### Clock routing, run 1

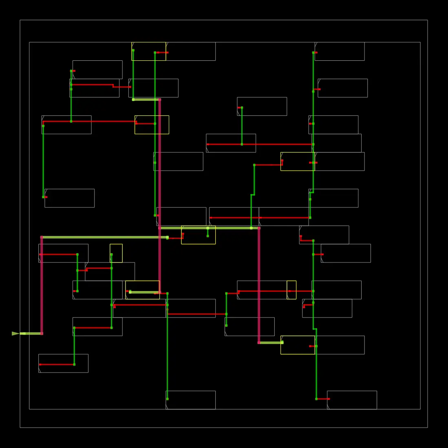
### Logic cells by family, run 1

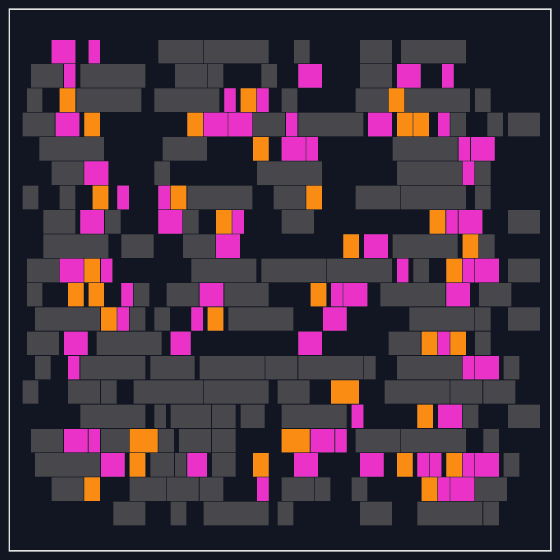
### Port wiring, run 1

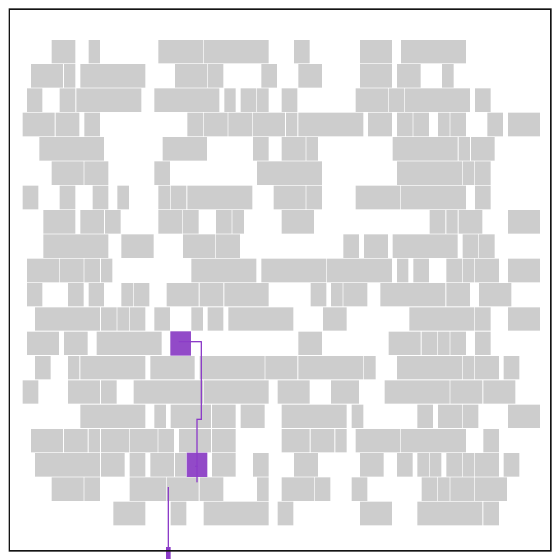
### Signal wires by layer, run 1

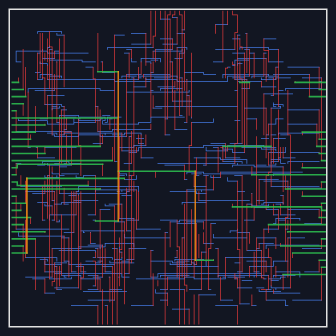
## src/rtl/pipe_pkg.sv

```systemverilog
// Shared definitions for the inter-stage pipeline registers: the NOP payload,
// the ID/EX control-bundle field layout and the occupancy-width helper.
package pipe_pkg;

   // All-zero payload: every control bit cleared is a NOP downstream.
   localparam logic [255:0] NOP_PAYLOAD = '0;

   // ID/EX control bundle layout inside in_data (LSB first).
   localparam int MEM_WRITE_BIT    = 0;
   localparam int MEM_READ_BIT     = 1;
   localparam int REG_WRITE_BIT    = 2;
   localparam int REG_DEST_LSB     = 3;
   localparam int REG_DEST_W       = 2;
   localparam int ALU_CONTROL_LSB  = 5;
   localparam int ALU_CONTROL_W    = 4;
   localparam int ALU_SRC_BIT      = 9;
   localparam int BRANCH_BIT       = 10;
   localparam int MEM_TO_REG_BIT   = 11;
   localparam int CTRL_WIDTH       = 12;

   // Bits needed to count 0..depth valid stages.
   function automatic int occWidth(input int depth);
      return $clog2(depth + 1);
   endfunction

endpackage

```

## src/rtl/pipe_stage_cell.sv

```systemverilog
// One valid+data pipeline register with reset > flush > stall > load priority.
// A stage never holds a non-bubble payload while its valid bit is clear.
module pipe_stage_cell import pipe_pkg::*; #(
   parameter int               WIDTH      = 32,
   parameter logic [WIDTH-1:0] BUBBLE_VAL = NOP_PAYLOAD[WIDTH-1:0]
) (
   input  logic             clk,
   input  logic             rst,
   input  logic             stall,
   input  logic             flush,
   input  logic             inValid,
   input  logic [WIDTH-1:0] inData,
   output logic             outValid,
   output logic [WIDTH-1:0] outData
);

   // Synchronous reset, then flush, then hold, else capture (masking invalid data).
   always_ff @(posedge clk) begin
      if (!rst) begin
         outValid <= 1'b0;
         outData  <= BUBBLE_VAL;
      end else if (flush) begin
         outValid <= 1'b0;
         outData  <= BUBBLE_VAL;
      end else if (!stall) begin
         outValid <= inValid;
         outData  <= inValid ? inData : BUBBLE_VAL;
      end
   end

endmodule

```

## src/rtl/pipe_stage_reg.sv

```systemverilog
// Parametrised inter-stage pipeline register: DEPTH cells in series sharing
// stall/flush, plus a registered count of valid stages.
module pipe_stage_reg import pipe_pkg::*; #(
   parameter int               WIDTH      = 32,
   parameter int               DEPTH      = 1,
   parameter logic [WIDTH-1:0] BUBBLE_VAL = NOP_PAYLOAD[WIDTH-1:0]
) (
   input  logic                         clk,
   input  logic                         rst,
   input  logic                         in_valid,
   input  logic [WIDTH-1:0]             in_data,
   input  logic                         stall,
   input  logic                         flush,
   output logic                         out_valid,
   output logic [WIDTH-1:0]             out_data,
   output logic [occWidth(DEPTH)-1:0]   occupancy,
   output logic                         in_ready
);

   localparam int OCC_W = occWidth(DEPTH);

   logic             stageValid [DEPTH];
   logic [WIDTH-1:0] stageData  [DEPTH];

   for (genvar i = 0; i < DEPTH; i++) begin : g_stage
      logic             cellInValid;
      logic [WIDTH-1:0] cellInData;

      if (i == 0) begin : g_head
         assign cellInValid = in_valid;
         assign cellInData  = in_data;
      end else begin : g_body
         assign cellInValid = stageValid[i-1];
         assign cellInData  = stageData[i-1];
      end

      pipe_stage_cell #(
         .WIDTH      (WIDTH),
         .BUBBLE_VAL (BUBBLE_VAL)
      ) u_cell (
         .clk      (clk),
         .rst      (rst),
         .stall    (stall),
         .flush    (flush),
         .inValid  (cellInValid),
         .inData   (cellInData),
         .outValid (stageValid[i]),
         .outData  (stageData[i])
      );
   end

   // Occupancy tracks the valid popcount: one enters at the head, one leaves at the tail.
   always_ff @(posedge clk) begin
      if (!rst) begin
         occupancy <= '0;
      end else if (flush) begin
         occupancy <= '0;
      end else if (!stall) begin
         occupancy <= occupancy + OCC_W'(in_valid) - OCC_W'(stageValid[DEPTH-1]);
      end
   end

   assign out_valid = stageValid[DEPTH-1];
   assign out_data  = stageData[DEPTH-1];
   assign in_ready  = ~stall;

endmodule
```

## config.mk

```make
export PLATFORM = sky130hd
export DESIGN_NAME = pipe_stage_reg
export DESIGN_NICKNAME = d
export VERILOG_FILES = /design/src/rtl/pipe_pkg.sv /design/src/rtl/pipe_stage_cell.sv /design/src/rtl/pipe_stage_reg.sv
export SDC_FILE = /design/constraint.sdc
export NUM_CORES = 1
export LEC_CHECK = 0
export CORE_UTILIZATION = 40
export CTS_BUF_LIST = sky130_fd_sc_hd__clkbuf_8
export CTS_CLUSTER_SIZE = 24
export DETAILED_ROUTE_END_ITERATION = 7
export HOLD_SLACK_MARGIN = 0.02
export PLACE_DENSITY = 0.8
export SYNTH_ARGS = -nofsm -noshare
export SYNTH_HDL_FRONTEND = slang
export SYNTH_HIERARCHICAL = 1
export SYNTH_SLANG_ARGS = --single-unit
```

## constraint.sdc

```tcl
create_clock -name clk -period 1.2 [get_ports clk]
set_clock_uncertainty 0.2 [all_clocks]
set_input_delay 0.12 -clock clk [delete_from_list [all_inputs] [get_ports clk]]
set_output_delay 0.12 -clock clk [all_outputs]
set_load 0.02 [all_outputs]
```

==> flow_summary_export.csv, run 1 <==
group,metric,value,unit
setup_path,slowest_stage,"or3_4",
layout,final_cell_mix,"clkdlybuf4s50_1, buf_2, dfxtp_1, nand2_1, nand3b_1",
setup_path,crit_type,"reg2reg",
setup_path,critPathMaxFanout,2,
layout,inv_count,1,
synthesis,synthFlopType,"dfxtp_1",
layout,drive_gt1_share,24.3,%
synthesis,async_reset_ff_share,0,%
place,dpl_cell_area,2110,µm²
layout,signal_buffer_area_fraction,30.5,%
place,dp.cells,262,
power,p_seq_share,49.6,%
setup_path,crit_family,"simple AND/OR/NAND/NOR gates",
die,rows,20,
routing,drt_first_pass_iters,4,
timing,finalCritPeriodShare,99.4,%
layout,nonClockBufferCount,79,
cts,clock_path_buffers,2,
global_route,use_met2,35.3,%
timing,setup_tns,0,ps
run_status,status,"completed",
place,dpl.hpwl,2.51,mm
timing,worst_pin_slew,237,ps
min_path,min_from,"stall",
setup_path,reg2reg_depth,3,
synthesis,ys_seq_share,49.9,%
layout,nets,262,
synthesis,avgSynthCellArea,8.86,µm²
layout,logic_area,588,µm²
power,intPower,1.80,mW
min_path,hold_depth,4,
layout,seq_area_share,33.4,%
global_route,grt_pass1_wl,5.18,mm
routing,wl_met2,1.70,mm
synthesis,xor_share,0.642,%
global_route,grt_max_degree,35,
synthesis,ys_top_cells_by_count,"dfxtp_1, nand2_1, nand3b_1",
timing,hold_viol,0,
global_route,use_met3,6.82,%
power,powerDensity,1150,nW/µm²
timing,slew_headroom,84.2,%
cts,cts_tree,"built",
setup_path,r2r_start,"occupancy$_SDFFE_PP0N_",
die,fp_util,43.3,%
layout,fill_cells,287,
synthesis,synth_flops,34,
min_path,hold_end,"g_stage[0].u_cell/outData[27]$_SDFFE_PP0N_",
layout,seq_area,682,µm²
layout,final_util,64.8,%
cts,clock-sinks,34,
cts,cts_root_buf,"clkbuf_8",
global_route,gr-usage-met1,20.3,%
power,irDropWorstVdd,726,µV
setup_path,startpoint,"occupancy$_SDFFE_PP0N_",
synthesis,synth-simple-area-share,28.0,%
power,net-switching-power,0.552,mW
cts,cts_setup_buffers,0,
place,gp_congestion,0.731,
die,dieArea,3650,µm²
timing,rsz0062_at_grt,"true",
timing,finalCriticalPeriod,1190,ps
global_route,antenna_found_initial,0,
synthesis,syn_area,1370,µm²
power,power_leakage,0.828,nW
layout,n_antenna_cell,0,
routing,dr_wl_met3,330,µm
cts,ctsHtreeMaxLevel,2,
min_path,hold_path_class,"in2reg",
place,io_buffers,71,
timing,final_max_slew_viol_count,0,
setup_path,crit_buf_inv,1,
synthesis,yosysTopAreaCell,"dfxtp_1",
synthesis,ys_cells,154,
layout,numSequentialCells,34,
synthesis,top_logic_kind,"simple AND/OR/NAND/NOR gates",
synthesis,yosys.cell_types.count,15,
routing,vias,1308,
layout,largest_class,"registers",
timing,max_clock_freq,839,MHz
cts,cts_hold_buf,0,
routing,drc,0,
routing,finalWirelength,3.52,mm
setup_path,r2r_slack,8,ps
timing,setup_violations,0,
setup_path,path_depth,3,
synthesis,edf_count,0,
layout,area_delta_synth_final,49.7,%
routing,wirelength_met1,1.43,mm
routing,drt_iter0_markers,54,
global_route,track_usage,19.8,%
power,combinationalPowerShare,14.5,%
synthesis,fa_ha_area_share,0,%
setup_path,cp-end-kind,"flip-flop",
synthesis,top_cells_by_area,"dfxtp_1, nand3b_1, a21oi_1",
routing,vias_per_cell,4.84,
setup_path,r2r-end,"occupancy$_SDFFE_PP0N_",
cts,cts.repair.resized,127,
die,die_h,60.4,µm
setup_path,critPathMaxStageDelay,370,ps
synthesis,ys_area,1370,µm²
setup_path,worstPathRequired,1220,ps
layout,design_area,2040,µm²
routing,top_layer_used,"met4",
flow_run,tool_warnings,27,
timing,setup_slack,7.69,ps
die,die_w,60.4,µm
power,p_clk_share,35.9,%
power,swShare,23.5,%
routing,avgRoutedWirePerCell,13.0,µm
layout,nMultiInputCombCells,104,
setup_path,crit_end,"occupancy$_SDFFE_PP0N_",
synthesis,mux_share,0.733,%
die,nWellTaps,44,
place,pre_cts_slack,-275,ps
synthesis,top_cell,"dfxtp_1",
synthesis,yosys_warnings,6,
setup_path,cp.arrival,1220,ps
timing,timing.hold.ws,72.5,ps
synthesis,aoi_share,13.0,%
layout,clk_share,4.47,%
synthesis,synth_cells,154,
-- 'Clock routing' (at the start) --
CTS Buf Count: 5
clk latency late pin: 280 ps
CLK BUF: 6

-- 'Logic cells by family' (at the start) --
Key: orange = inverting AOI/OAI gates [cells 34, where spread over the die]; magenta = NAND gates [cells 66, where spread over the die]
multi-input combinational area share: 28.8%
post-route insts no fill: 270

-- 'Port wiring' (at the start) --
Key: purple = rst [bits 1, direction input, edge bottom, end cells 2, buffers 1, wire 25.3 µm]

-- 'Signal wires by layer' (at the start) --
Key: green = metal 3 [wire length 331 µm]; blue = metal 1 [wire length 1430 µm]; orange = metal 4 [wire length 59.8 µm]; red = metal 2 [wire length 1700 µm]

-- run 1: state kept, by name (all words and copies together) (netlist names) --
name,flops
g_stage.u_cell/outData,32
g_stage.u_cell/outValid,1
occupancy,1
-- run 1: power groups by stage --
stage                     clock [mW]  combinational (mW)  sequential, mW
after floorplan                    0               0.134            1.22
after global placement             0               0.348            1.19
after detailed placement           0               0.360            1.19
after CTS                      0.877               0.344            1.16
after global routing           0.907               0.366            1.17
final                          0.843               0.341            1.16
-- run 1: worst register-to-register path: stages (launching register included) --
cell and delay [ps]:
dfxtp_1 310, buf_4 130, or3_4 370, a21oi_2 120
==> run 2, diff against run 1 <==
--- a/config.mk
+++ b/config.mk
@@ -11,2 +11,3 @@
 export DETAILED_ROUTE_END_ITERATION = 7
+export GPL_ROUTABILITY_DRIVEN = 0
 export HOLD_SLACK_MARGIN = 0.02
--- a/constraint.sdc
+++ b/constraint.sdc
@@ -4,2 +4,2 @@
 set_output_delay 0.12 -clock clk [all_outputs]
-set_load 0.02 [all_outputs]
+set_load 0.1 [all_outputs]
### Clock wires, drivers and flops, run 2

The bar under the picture is 20 µm long.
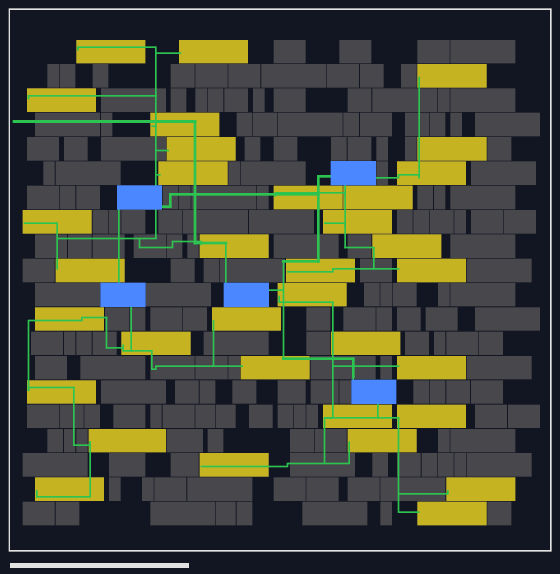
Key: blue = clock drivers [count 5]; green = clock wires [length 414 µm]; yellow = flip-flops [count 34]
Position of the flops: spread over the die.
Clk power: 0.813 mW
Clk network pwr share: 31.7%

==> run 2 against run 1 <==
The flow now finishes with violations (negative setup slack). Cell count shrank 1.1%. Via count up 0.92%. Sequential share of layout area shrank 5.3 points. Utilization increased by 17 points. Die area unchanged. Total power is 9.1% higher. First-iteration DRC count increased by 69%. Synthesized area is the same. Largest power group unchanged.
==> flow_summary_export.csv, run 2 <==
group,metric,value,unit
run_status,status,"finished, violations left",
run_status,violations,"negative setup slack",
setup_path,reg2reg_depth,3,
power,swShare,27.3,%
layout,area_delta_synth_final,89.6,%
synthesis,top_cells_by_area,"dfxtp_1, nand3b_1, a21oi_1",
die,rows,20,
min_path,hold_end,"occupancy$_SDFFE_PP0N_",
routing,drc,0,
layout,n_antenna_cell,0,
cts,clk_latency,280,ps
routing,wl_met2,1.86,mm
die,die_h,60.4,µm
global_route,track_usage,22.0,%
power,combinationalPowerShare,22.2,%
routing,vias,1320,
setup_path,path_depth,2,
global_route,antenna_found_initial,0,
cts,cts_hold_buf,0,
die,die_w,60.4,µm
routing,finalWirelength,3.62,mm
timing,final_max_slew_viol_count,0,
power,net-switching-power,0.700,mW
synthesis,mux_share,0.733,%
cts,clock_path_buffers,2,
power,power_leakage,0.920,nW
synthesis,ys_top_cells_by_count,"dfxtp_1, nand2_1, nand3b_1",
setup_path,startpoint,"g_stage[0].u_cell/outValid$_SDFFE_PP0N_",
die,fp_util,43.3,%
global_route,use_met3,9.81,%
cts,cts_tree,"built",
routing,avgRoutedWirePerCell,13.6,µm
synthesis,edf_count,0,
synthesis,avgSynthCellArea,8.86,µm²
synthesis,ys_cells,154,
place,pre_cts_slack,-271,ps
synthesis,yosysTopAreaCellShare,49.9,%
synthesis,top_cell,"dfxtp_1",
power,pg_comb,0.568,mW
setup_path,cp.arrival,890,ps
synthesis,fa_ha_area_share,0,%
place,dp.cells,261,
synthesis,ys_area,1370,µm²
timing,worst_pin_slew,162,ps
power,seq-power,1.18,mW
cts,cts_root_buf,"clkbuf_8",
synthesis,yosysTopAreaCell,"dfxtp_1",
synthesis,yosys.cell_types.count,15,
synthesis,synth-simple-area-share,28.0,%
global_route,use_met2,38.3,%
cts,cts_setup_buffers,0,
setup_path,crit_end,"out_valid",
timing,rsz0062_at_grt,"true",
power,power.group.top,"registers",
synthesis,aoi_share,13.0,%
die,dieArea,3650,µm²
setup_path,r2r_slack,30,ps
timing,slew_headroom,89.1,%
min_path,hold_path_class,"in2reg",
cts,clock-sinks,34,
setup_path,crit_type,"reg2out",
synthesis,synth_flops,34,
layout,largest_reg_flops,32,
synthesis,syn_area,1370,µm²
routing,wirelength_met1,1.38,mm
place,dpl.hpwl,2.69,mm
cts,cts.repair.resized,1,
routing,dr_wl_met3,359,µm
min_path,hold_depth,3,
layout,nets,261,
layout,instances_no_fill,267,
synthesis,xor_share,0.642,%
synthesis,ys_seq_share,49.9,%
power,p_seq_share,46.1,%
setup_path,r2r-end,"occupancy$_SDFFE_PP0N_",
routing,top_layer_used,"met4",
setup_path,cp-end-kind,"output port",
place,io_buffers,71,
min_path,min_from,"stall",
timing,setup_tns,-13.6,ps
timing,max_clock_freq,824,MHz
timing,finalCriticalPeriod,1210,ps
timing,setup_violations,1,
routing,vias_per_cell,4.94,
setup_path,r2r_start,"g_stage[0].u_cell/outValid$_SDFFE_PP0N_",
power,powerDensity,990,nW/µm²
cts,ctsHtreeMaxLevel,2,
layout,final_cell_mix,"buf_12, clkdlybuf4s50_1, dfxtp_2, nand2_1, nand3b_1",
synthesis,top_logic_kind,"simple AND/OR/NAND/NOR gates",
routing,drt_first_pass_iters,4,
timing,setup_slack,-13.6,ps
layout,top_register,"g_stage.u_cell/outData",
timing,finalCritPeriodShare,101,%
setup_path,crit_buf_inv,2,
synthesis,synthFlopType,"dfxtp_1",
layout,drive_gt1_share,38.1,%
routing,drt_iter0_markers,91,
cts,cts_made_buffers,5,
synthesis,yosys_warnings,6,
synthesis,synth_cells,154,
setup_path,critPathMaxStageDelay,350,ps
global_route,gr-usage-met1,24.0,%
==> run 2: area by class of cell <==
type                       count  area (µm²)
sequential                    34         726
inverter                       1        3.75
tap                           44        55.1
multi-input combinational    104         579
fill                         191         566
clock buffer                   6        82.6
timing repair buffer          78        1140
==> run 2: worst reg2reg max path: stages (launching register included) <==
cell and delay, ps:
dfxtp_4 350, xnor2_1 130, or3_1 300, a21oi_1 130
==> run 2: stage by stage <==
step / utilization, % / hold slack, ps / cell area (µm²)
finish: 82.1 / 16.0 / 2590
global route: 82.1 / 19.6 / 2590
CTS: 81.9 / 27.0 / 2580
detailed placement: 79.2 / 270 / 2500
global placement: 79.2 / 258 / 2500
floorplan: - / 41.7 / 1410
No activity file was given, so power comes from the tool's default toggle rates.
